`src/rtl/tlc_pkg.sv`:
```
// Shared defaults and elaboration-time parameter checks for the traffic-light
// sensor conditioner.
package tlc_pkg;

  localparam int DEB_CYCLES_DEF   = 4;
  localparam int SERVE_CYCLES_DEF = 3;
  localparam int MAX_WAIT_DEF     = 10;
  localparam int CNT_W_DEF        = 4;

  // Every counter limit must be representable in CNT_W bits; debounce needs at least one sample.
  function automatic bit params_ok(int deb, int serve, int max_wait, int cnt_w);
    int lim;
    if (cnt_w < 1 || cnt_w > 30) return 1'b0;
    lim = (1 << cnt_w) - 1;
    return (deb >= 1) && (deb <= lim) &&
           (serve >= 0) && (serve <= lim) &&
           (max_wait >= 0) && (max_wait <= lim);
  endfunction

endpackage

```
`src/rtl/tlc_sensor_chan.sv`:
```
// One sensor channel: synchronizer, debounce, serve-gated request latch and
// starvation watchdog.
module tlc_sensor_chan
  import tlc_pkg::*;
#(
  parameter int DEB_CYCLES   = DEB_CYCLES_DEF,
  parameter int SERVE_CYCLES = SERVE_CYCLES_DEF,
  parameter int MAX_WAIT     = MAX_WAIT_DEF,
  parameter int CNT_W        = CNT_W_DEF
) (
  input  logic clk,
  input  logic reset,
  input  logic raw,
  input  logic g,
  output logic req,
  output logic det,
  output logic starve
);

  localparam logic [CNT_W-1:0] DEB_LAST = CNT_W'(DEB_CYCLES - 1);
  localparam logic [CNT_W-1:0] SERVE_C  = CNT_W'(SERVE_CYCLES);
  localparam logic [CNT_W-1:0] WAIT_C   = CNT_W'(MAX_WAIT);

  logic [1:0]       sync_q, sync_d;
  logic             det_q, det_d;
  logic             req_q, req_d;
  logic             starve_q, starve_d;
  logic [CNT_W-1:0] deb_cnt_q, deb_cnt_d;
  logic [CNT_W-1:0] serve_cnt_q, serve_cnt_d;
  logic [CNT_W-1:0] wait_cnt_q, wait_cnt_d;
  logic             s;
  logic             clr;

  always_comb begin
    sync_d      = {sync_q[0], raw};
    s           = sync_q[1];
    det_d       = det_q;
    deb_cnt_d   = '0;
    serve_cnt_d = '0;
    wait_cnt_d  = '0;

    // The edge that would bring the count to DEB_CYCLES flips det instead.
    if (s != det_q) begin
      if (deb_cnt_q == DEB_LAST) det_d = s;
      else                       deb_cnt_d = deb_cnt_q + 1'b1;
    end

    if (g) serve_cnt_d = (serve_cnt_q == SERVE_C) ? serve_cnt_q : serve_cnt_q + 1'b1;

    clr   = (serve_cnt_q == SERVE_C) & ~det_q;
    req_d = det_q | (req_q & ~clr);

    if (req_q & ~g) wait_cnt_d = (wait_cnt_q == WAIT_C) ? wait_cnt_q : wait_cnt_q + 1'b1;

    starve_d = (wait_cnt_q == WAIT_C);
  end

  always_ff @(posedge clk or negedge reset) begin
    if (!reset) begin
      sync_q      <= '0;
      det_q       <= 1'b0;
      req_q       <= 1'b0;
      starve_q    <= 1'b0;
      deb_cnt_q   <= '0;
      serve_cnt_q <= '0;
      wait_cnt_q  <= '0;
    end else begin
      sync_q      <= sync_d;
      det_q       <= det_d;
      req_q       <= req_d;
      starve_q    <= starve_d;
      deb_cnt_q   <= deb_cnt_d;
      serve_cnt_q <= serve_cnt_d;
      wait_cnt_q  <= wait_cnt_d;
    end
  end

  assign req    = req_q;
  assign det    = det_q;
  assign starve = starve_q;

endmodule

```
`src/rtl/tlc_sensor_conditioner.sv`:
```
// Two independent sensor channels feeding request levels x/y to the
// traffic-light controller.
module tlc_sensor_conditioner
  import tlc_pkg::*;
#(
  parameter int DEB_CYCLES   = DEB_CYCLES_DEF,
  parameter int SERVE_CYCLES = SERVE_CYCLES_DEF,
  parameter int MAX_WAIT     = MAX_WAIT_DEF,
  parameter int CNT_W        = CNT_W_DEF
) (
  input  logic clk,
  input  logic reset,
  input  logic raw1,
  input  logic raw2,
  input  logic g1,
  input  logic g2,
  output logic x,
  output logic y,
  output logic det1,
  output logic det2,
  output logic starve1,
  output logic starve2
);

  if (!params_ok(DEB_CYCLES, SERVE_CYCLES, MAX_WAIT, CNT_W)) begin : g_bad_params
    $error("tlc_sensor_conditioner: counter limit out of range for CNT_W");
  end

  tlc_sensor_chan #(
    .DEB_CYCLES  (DEB_CYCLES),
    .SERVE_CYCLES(SERVE_CYCLES),
    .MAX_WAIT    (MAX_WAIT),
    .CNT_W       (CNT_W)
  ) u_chan1 (
    .clk   (clk),
    .reset (reset),
    .raw   (raw1),
    .g     (g1),
    .req   (x),
    .det   (det1),
    .starve(starve1)
  );

  tlc_sensor_chan #(
    .DEB_CYCLES  (DEB_CYCLES),
    .SERVE_CYCLES(SERVE_CYCLES),
    .MAX_WAIT    (MAX_WAIT),
    .CNT_W       (CNT_W)
  ) u_chan2 (
    .clk   (clk),
    .reset (reset),
    .raw   (raw2),
    .g     (g2),
    .req   (y),
    .det   (det2),
    .starve(starve2)
  );

endmodule
```
`config.mk`:
```
export PLATFORM = sky130hd
export DESIGN_NAME = tlc_sensor_conditioner
export DESIGN_NICKNAME = d
export VERILOG_FILES = /design/src/rtl/tlc_pkg.sv /design/src/rtl/tlc_sensor_chan.sv /design/src/rtl/tlc_sensor_conditioner.sv
export SDC_FILE = /design/constraint.sdc
export NUM_CORES = 1
export LEC_CHECK = 0
export CORE_ASPECT_RATIO = 0.7
export CORE_MARGIN = 5
export CORE_UTILIZATION = 57
export CTS_CLUSTER_DIAMETER = 100
export DETAILED_ROUTE_END_ITERATION = 10
export GPL_ROUTABILITY_DRIVEN = 0
export GPL_TIMING_DRIVEN = 0
export PLACE_DENSITY_LB_ADDON = 0.1
export SLEW_MARGIN = 20
export SYNTH_ARGS = -nofsm -noshare
export SYNTH_HDL_FRONTEND = slang
export SYNTH_SLANG_ARGS = --single-unit
```
`constraint.sdc`:
```
create_clock -name clk -period 1.5 [get_ports clk]
set_input_delay 0.225 -clock clk [delete_from_list [all_inputs] [get_ports clk]]
set_output_delay 0.225 -clock clk [all_outputs]
set_load 0.05 [all_outputs]
```
==> impl_metrics.xml <==
<?xml version="1.0" encoding="UTF-8"?>
<metrics>
  <group name="setup_path">
    <metric name="crit_fanout" unit="">4</metric>
    <metric name="r2r-start" unit="">u_chan1.deb_cnt_q[0]</metric>
    <metric name="crit_path_start" unit="">u_chan2.det</metric>
    <metric name="regToRegSetupSlack" unit="ns">0.12</metric>
  </group>
  <group name="sta">
    <metric name="min_period_over_period" unit="%">94.93</metric>
    <metric name="maxSlewHeadroom" unit="%">67.60</metric>
    <metric name="timing.final.max_slew_violations" unit="">0</metric>
    <metric name="final_critical_path_setup_slack" unit="ns">0.07607</metric>
  </group>
  <group name="finish">
    <metric name="layout-drive-gt1-share" unit="%">12.67</metric>
    <metric name="final-instance-count-excl-fill" unit="">186</metric>
  </group>
  <group name="pwr">
    <metric name="power_leakage" unit="nW">0.8687</metric>
    <metric name="switching_power" unit="µW">826.9</metric>
    <metric name="power_frac_seq" unit="%">48.7</metric>
  </group>
  <group name="run_status">
    <metric name="status" unit="">complete, no violations</metric>
  </group>
  <group name="die">
    <metric name="pin_count" unit="">12</metric>
  </group>
  <group name="clocking">
    <metric name="tritoncts" unit="">done</metric>
    <metric name="cts_inserted_buffers" unit="">5</metric>
    <metric name="cts-hold-fix-buffers" unit="">1</metric>
  </group>
  <group name="synthesis">
    <metric name="post-synth-top-area-fraction" unit="%">53.13</metric>
    <metric name="synthXorXnorAreaFrac" unit="%">2.188</metric>
  </group>
  <group name="flow_run">
    <metric name="stage_log_warnings" unit="">28</metric>
  </group>
  <group name="global_routing">
    <metric name="first_global_vias" unit="">1027</metric>
  </group>
  <group name="hold_path">
    <metric name="min_path_type" unit="">primary input to async pin</metric>
  </group>
</metrics>
## how the worst min path moves through the flow
stage               slack [ns]  cells past startpoint                endpoint               from
floorplan                -0.07                      0    u_chan1.deb_cnt_q[0]              reset
global placement          0.33                      0       u_chan1.sync_q[1]  u_chan1.sync_q[0]
detailed placement        0.08                      1          u_chan2.starve              reset
CTS                       0.31                      2  u_chan1.serve_cnt_q[2]              reset
global route              0.32                      2  u_chan1.serve_cnt_q[2]              reset
finish                    0.31                      2          u_chan2.starve              reset
## cells in the final DEF (no fill, tap or decap), types with 4 or more instances in the layout
| master | n |
|---|---|
| sky130_fd_sc_hd__or3b_1 | 6 |
| sky130_fd_sc_hd__a21oi_1 | 4 |
| sky130_fd_sc_hd__nand3_1 | 4 |
| sky130_fd_sc_hd__ha_1 | 8 |
| sky130_fd_sc_hd__nand2b_1 | 8 |
| sky130_fd_sc_hd__mux2i_1 | 12 |
| sky130_fd_sc_hd__buf_2 | 5 |
| sky130_fd_sc_hd__clkdlybuf4s50_1 | 4 |
| sky130_fd_sc_hd__xnor2_1 | 4 |
| sky130_fd_sc_hd__nand2_1 | 8 |
| sky130_fd_sc_hd__nand3b_1 | 10 |
| sky130_fd_sc_hd__dfrtp_1 | 34 |
| sky130_fd_sc_hd__inv_1 | 4 |
| sky130_fd_sc_hd__clkbuf_8 | 5 |
## stage by stage
step	TNS (ns)	instance area (µm²)	power, mW
CTS	0	1856	2.542
detailed placement	-0.02259	1772	1.940
floorplan	0	1602	1.704
global placement	-15.76	1757	1.891
global route	0	1858	2.688
finish	0	1858	2.511
## cell type report
type	count	share of cell area (%)
Buffer	4	1.077
Multi-Input combinational cell	88	38.52
Clock buffer	7	4.108
Tap cell	36	2.424
Timing Repair Buffer	13	7.273
Sequential cell	34	45.79
Inverter	4	0.8081
### Floorplan with the power grid

(6 px per µm) Pins as bars on the die edge.
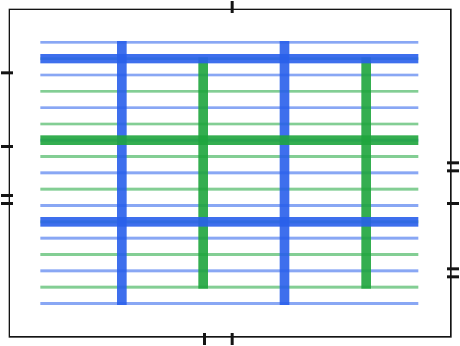
| net | colour |
|---|---|
| VSS | blue |
| VDD | green |
rows: 16
signal pins: 12
met5 straps: 3
die span in y: 54.35 µm
Core Box Area: 0.002743 mm²
die boundary width: 73.36 µm

### M2 wires

(6 px per µm)
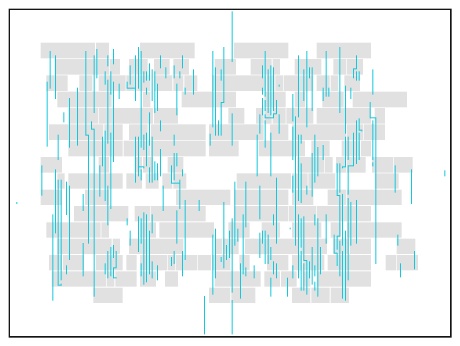
longest straight run: 27.9 µm
share of all routed wire: 47%
wire length on this layer: 1220 µm
main direction: vertical
nets with wire on the layer: 143
met2 Track Usage GR: 24.33%
total wire length after detailed routing: 2571 µm

### Placed standard cells

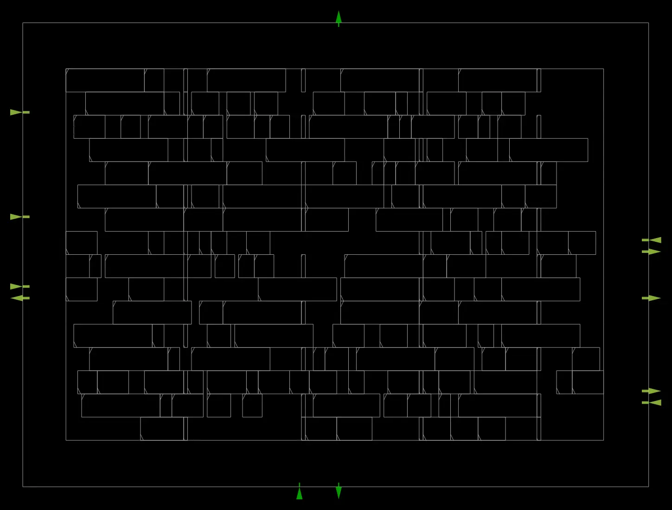
fill cell total of the finished layout: 202
number of well-tap cells placed: 36

### Sizing map

(4 px per µm)
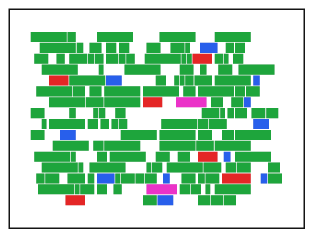
| size | colour | cells |
|---|---|---|
| drive 1 or less | green | 131 |
| drive 3 to 4 | magenta | 2 |
| drive 6 and up | red | 6 |
| drive 2 | blue | 11 |

No activity file was given, so power comes from the tool's default toggle rates.
